## src/rtl/seg_countdown_ctrl_pkg.sv

```systemverilog
// ----------------------------------------------------------------------------
// seg_countdown_ctrl_pkg
//   Shared definitions for the gesture-driven countdown controller and the
//   seven-segment display path.
//   - Gesture command codes delivered by the gesture recogniser.
//   - Controller state encoding, which is also exported on the 'state' port.
//   - DONE glyph digit code. seg_dynamic decodes the same value, so both
//     sides must agree on it.
//   - A helper for the saturating +10 s (tens digit) adjustment.
// ----------------------------------------------------------------------------
package seg_countdown_ctrl_pkg;

    // Gesture command codes.
    localparam logic [3:0] GES_CODE_START = 4'd1;
    localparam logic [3:0] GES_CODE_PAUSE = 4'd2;
    localparam logic [3:0] GES_CODE_CLEAR = 4'd3;
    localparam logic [3:0] GES_CODE_ADD   = 4'd4;

    // Digit code that the display driver renders as the "done" glyph.
    localparam logic [3:0] DONE_GLYPH = 4'hA;

    // Largest legal BCD digit.
    localparam logic [3:0] BCD_MAX = 4'd9;

    // Controller states. The encoding is visible on the 'state' output port.
    typedef enum logic [1:0] {
        ST_IDLE  = 2'b00,
        ST_RUN   = 2'b01,
        ST_PAUSE = 2'b10,
        ST_DONE  = 2'b11
    } cd_state_t;

    // Tens digit plus one, clamped at 9, so the count never leaves BCD range.
    function automatic logic [3:0] tens_add_sat(input logic [3:0] tens);
        return (tens >= BCD_MAX) ? BCD_MAX : tens + 4'd1;
    endfunction

endpackage

```

## src/rtl/seg_countdown_ctrl_tick_gen.sv

```systemverilog
// ----------------------------------------------------------------------------
// seg_tick_gen
//   Timebase for the countdown controller. It holds two independent counters:
//   - 1 s prescaler: counts 0..CNT_MAX-1 while cnt_en is high and wraps to 0.
//     'tick' is high during the last count of each period. The value is held
//     while cnt_en is low, and cnt_clr forces it to 0.
//   - Half-second counter: counts 0..CNT_MAX/2-1 while half_en is high.
//     'half_tick' is high during the last count of each half period. half_clr
//     forces it to 0, so the first half period is always a full one.
// Ports
//   sys_clk    in  1  system clock
//   sys_rst    in  1  synchronous reset, active-high
//   cnt_en     in  1  advance the 1 s prescaler
//   cnt_clr    in  1  clear the 1 s prescaler (takes priority over cnt_en)
//   half_en    in  1  advance the half-second counter
//   half_clr   in  1  clear the half-second counter (takes priority over half_en)
//   tick       out 1  1 s boundary; only asserted while cnt_en is high
//   half_tick  out 1  half-second boundary; only asserted while half_en is high
// ----------------------------------------------------------------------------
module seg_tick_gen #(
    parameter int unsigned CNT_MAX = 50_000_000
) (
    input  logic sys_clk,
    input  logic sys_rst,
    input  logic cnt_en,
    input  logic cnt_clr,
    input  logic half_en,
    input  logic half_clr,
    output logic tick,
    output logic half_tick
);

    localparam int unsigned HALF_MAX = (CNT_MAX >= 2) ? (CNT_MAX / 2) : 1;
    localparam int unsigned CW       = (CNT_MAX  > 1) ? $clog2(CNT_MAX)  : 1;
    localparam int unsigned HW       = (HALF_MAX > 1) ? $clog2(HALF_MAX) : 1;

    localparam logic [CW-1:0] PRESC_LAST = CW'(CNT_MAX - 1);
    localparam logic [HW-1:0] HALF_LAST  = HW'(HALF_MAX - 1);

    logic [CW-1:0] presc;
    logic [HW-1:0] half_cnt;

    assign tick      = cnt_en  && (presc    == PRESC_LAST);
    assign half_tick = half_en && (half_cnt == HALF_LAST);

    always_ff @(posedge sys_clk) begin
        if (sys_rst || cnt_clr) begin
            presc <= '0;
        end else if (cnt_en) begin
            presc <= tick ? '0 : presc + CW'(1);
        end
    end

    always_ff @(posedge sys_clk) begin
        if (sys_rst || half_clr) begin
            half_cnt <= '0;
        end else if (half_en) begin
            half_cnt <= half_tick ? '0 : half_cnt + HW'(1);
        end
    end

endmodule

```

## src/rtl/seg_countdown_ctrl.sv

```systemverilog
// ----------------------------------------------------------------------------
// seg_countdown_ctrl
//   Gesture-driven countdown timer controller. It decodes gesture command
//   strobes into start/pause/clear/add actions. It counts a two-digit BCD
//   seconds value down once per second and tracks the run, pause and done
//   phases. The display driver only renders cnt_tens and cnt_units; in DONE
//   both digits carry the DONE glyph code.
// Ports
//   sys_clk     in  1  system clock (50 MHz)
//   sys_rst     in  1  synchronous reset, active-high
//   ges_valid   in  1  one-cycle strobe; ges_code is valid
//   ges_code    in  4  recognised gesture command
//   cnt_tens    out 4  tens digit (0..9, or 4'hA in DONE)
//   cnt_units   out 4  units digit (0..9, or 4'hA in DONE)
//   disp_blank  out 1  blank the digits (blink phase, PAUSE only)
//   state       out 2  00 IDLE, 01 RUN, 10 PAUSE, 11 DONE
//   done_pulse  out 1  high for the first cycle spent in DONE
// ----------------------------------------------------------------------------
module seg_countdown_ctrl
    import seg_countdown_ctrl_pkg::*;
#(
    parameter int unsigned CNT_1S_MAX   = 50_000_000,
    parameter logic [3:0]  PRESET_TENS  = 4'd2,
    parameter logic [3:0]  PRESET_UNITS = 4'd0,
    parameter logic [3:0]  GES_START    = GES_CODE_START,
    parameter logic [3:0]  GES_PAUSE    = GES_CODE_PAUSE,
    parameter logic [3:0]  GES_CLEAR    = GES_CODE_CLEAR,
    parameter logic [3:0]  GES_ADD      = GES_CODE_ADD
) (
    input  logic       sys_clk,
    input  logic       sys_rst,
    input  logic       ges_valid,
    input  logic [3:0] ges_code,
    output logic [3:0] cnt_tens,
    output logic [3:0] cnt_units,
    output logic       disp_blank,
    output logic [1:0] state,
    output logic       done_pulse
);

    cd_state_t  st, st_n;
    logic [3:0] tens_n, units_n;
    logic       tick, half_tick;

    logic cmd_start, cmd_pause, cmd_clear, cmd_add;
    logic count_zero;

    assign cmd_start  = ges_valid && (ges_code == GES_START);
    assign cmd_pause  = ges_valid && (ges_code == GES_PAUSE);
    assign cmd_clear  = ges_valid && (ges_code == GES_CLEAR);
    assign cmd_add    = ges_valid && (ges_code == GES_ADD);
    assign count_zero = (cnt_tens == 4'd0) && (cnt_units == 4'd0);

    assign state = st;

    // The prescaler is held at 0 for the whole of IDLE. This gives the same
    // result as clearing it on entry to IDLE and again on IDLE->RUN, because
    // RUN can only be entered from IDLE while the prescaler is 0.
    seg_tick_gen #(
        .CNT_MAX (CNT_1S_MAX)
    ) u_tick_gen (
        .sys_clk   (sys_clk),
        .sys_rst   (sys_rst),
        .cnt_en    (st == ST_RUN),
        .cnt_clr   (st == ST_IDLE),
        .half_en   (st == ST_PAUSE),
        .half_clr  (st != ST_PAUSE),
        .tick      (tick),
        .half_tick (half_tick)
    );

    // Next-state and next-digit logic.
    always_comb begin
        st_n    = st;
        tens_n  = cnt_tens;
        units_n = cnt_units;

        case (st)
            ST_IDLE: begin
                if (cmd_start && !count_zero) begin
                    st_n = ST_RUN;
                end else if (cmd_add) begin
                    tens_n = tens_add_sat(cnt_tens);
                end else if (cmd_clear) begin
                    tens_n  = PRESET_TENS;
                    units_n = PRESET_UNITS;
                end
            end

            ST_RUN: begin
                // The tick is applied first. A CLEAR in the same cycle then
                // overrides it. A PAUSE in the same cycle does not cancel a
                // transition into DONE.
                if (tick) begin
                    if (cnt_units != 4'd0) begin
                        units_n = cnt_units - 4'd1;
                    end else if (cnt_tens != 4'd0) begin
                        tens_n  = cnt_tens - 4'd1;
                        units_n = BCD_MAX;
                    end else begin
                        st_n    = ST_DONE;
                        tens_n  = DONE_GLYPH;
                        units_n = DONE_GLYPH;
                    end
                end
                if (cmd_clear) begin
                    st_n    = ST_IDLE;
                    tens_n  = PRESET_TENS;
                    units_n = PRESET_UNITS;
                end else if (cmd_pause && (st_n != ST_DONE)) begin
                    st_n = ST_PAUSE;
                end
            end

            ST_PAUSE: begin
                if (cmd_start) begin
                    st_n = ST_RUN;
                end else if (cmd_clear) begin
                    st_n    = ST_IDLE;
                    tens_n  = PRESET_TENS;
                    units_n = PRESET_UNITS;
                end
            end

            ST_DONE: begin
                if (cmd_clear) begin
                    st_n    = ST_IDLE;
                    tens_n  = PRESET_TENS;
                    units_n = PRESET_UNITS;
                end
            end

            default: begin
                st_n = ST_IDLE;
            end
        endcase
    end

    // State and digit registers.
    always_ff @(posedge sys_clk) begin
        if (sys_rst) begin
            st        <= ST_IDLE;
            cnt_tens  <= PRESET_TENS;
            cnt_units <= PRESET_UNITS;
        end else begin
            st        <= st_n;
            cnt_tens  <= tens_n;
            cnt_units <= units_n;
        end
    end

    // Blink register. It is forced to 0 outside PAUSE, so every entry into
    // PAUSE starts in the visible phase.
    always_ff @(posedge sys_clk) begin
        if (sys_rst) begin
            disp_blank <= 1'b0;
        end else if (st_n == ST_PAUSE) begin
            disp_blank <= disp_blank ^ half_tick;
        end else begin
            disp_blank <= 1'b0;
        end
    end

    // Done strobe. It is registered from the RUN->DONE decision, so it is
    // high on exactly the first cycle in which state reads DONE.
    always_ff @(posedge sys_clk) begin
        if (sys_rst) begin
            done_pulse <= 1'b0;
        end else begin
            done_pulse <= (st == ST_RUN) && (st_n == ST_DONE);
        end
    end

endmodule

```

## config.mk

```make
export PLATFORM = sky130hd
export DESIGN_NAME = seg_countdown_ctrl
export DESIGN_NICKNAME = d
export VERILOG_FILES = /design/src/rtl/seg_countdown_ctrl_pkg.sv /design/src/rtl/seg_countdown_ctrl_tick_gen.sv /design/src/rtl/seg_countdown_ctrl.sv
export SDC_FILE = /design/constraint.sdc
export NUM_CORES = 1
export LEC_CHECK = 0
export CORE_AREA = 5 5 68 132
export CTS_CLUSTER_SIZE = 25
export DETAILED_ROUTE_END_ITERATION = 12
export DIE_AREA = 0 0 73 137
export PLACE_DENSITY_LB_ADDON = 0.3
export SLEW_MARGIN = 20
export SYNTH_ARGS = -nofsm -noshare
export SYNTH_HDL_FRONTEND = slang
export SYNTH_SLANG_ARGS = --single-unit
```

## constraint.sdc

```tcl
create_clock -name sys_clk -period 3.2 [get_ports sys_clk]
set_clock_uncertainty 0.1 [all_clocks]
set_input_delay 0.64 -clock sys_clk [delete_from_list [all_inputs] [get_ports sys_clk]]
set_output_delay 0.64 -clock sys_clk [all_outputs]
set_load 0.1 [all_outputs]
```

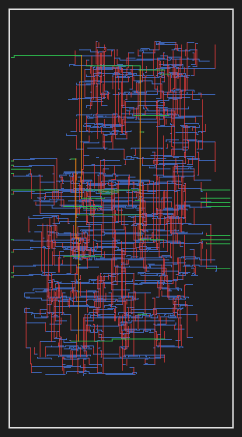
layers.png
- green: M3 (wire length 294 um)
- blue: M1 (wire length 3490 um)
- red: M2 (wire length 2850 um)
- orange: M4 (wire length 163 um)

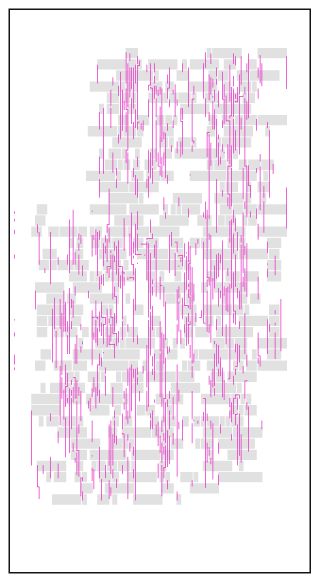
m2.png
- main direction: vertical
- wire length on this layer: 2850 um

==> out/results.ini <==
[clocking]
h-tree-depth=3
cts_hold_buf=0
cts.path.max_buffers=2

[synthesis]
ys_types=60
top_logic_kind=simple AND/OR/NAND/NOR gates

[placement]
gp_congestion=0.853
dp_hpwl_um=4700

[route]
wl_met2_um=2850
drtIter0Drc=166
via_per_inst=5.33

[grt]
grt_overflow_total=0
grt_use_met1_pct=21.3

[layout]
area_dominant_class=combinational gates
sh_comb_area_pct=49.2
flop-count=63
nMultiInputCombCells=296
layout_top_cells=nor2_1, dfxtp_1, xnor2_1, nand2_1, buf_4
buffers=25
stdcell_count=509
top_register=u_tick_gen.presc

[timing]
worst_slew_pin_slew_ns=0.665
rsz0062_at_grt=no

[power_and_ir_drop]
ir_worst_vdd_v=0.000246
pg_comb_uw=76.3
switching_share_pct=20.7
p_seq_uw=792

[worst_setup_path]
arrival_ns=2.68
rrSetupSlack_ns=0.65
start_kind=primary input
reg2reg_depth=7
cp.depth=5

[floorplan]
row_count=46

[min_path]
holdPathStages=1
holdCritStartpoint=u_tick_gen.half_cnt[0]

[outcome]
outcome=completed

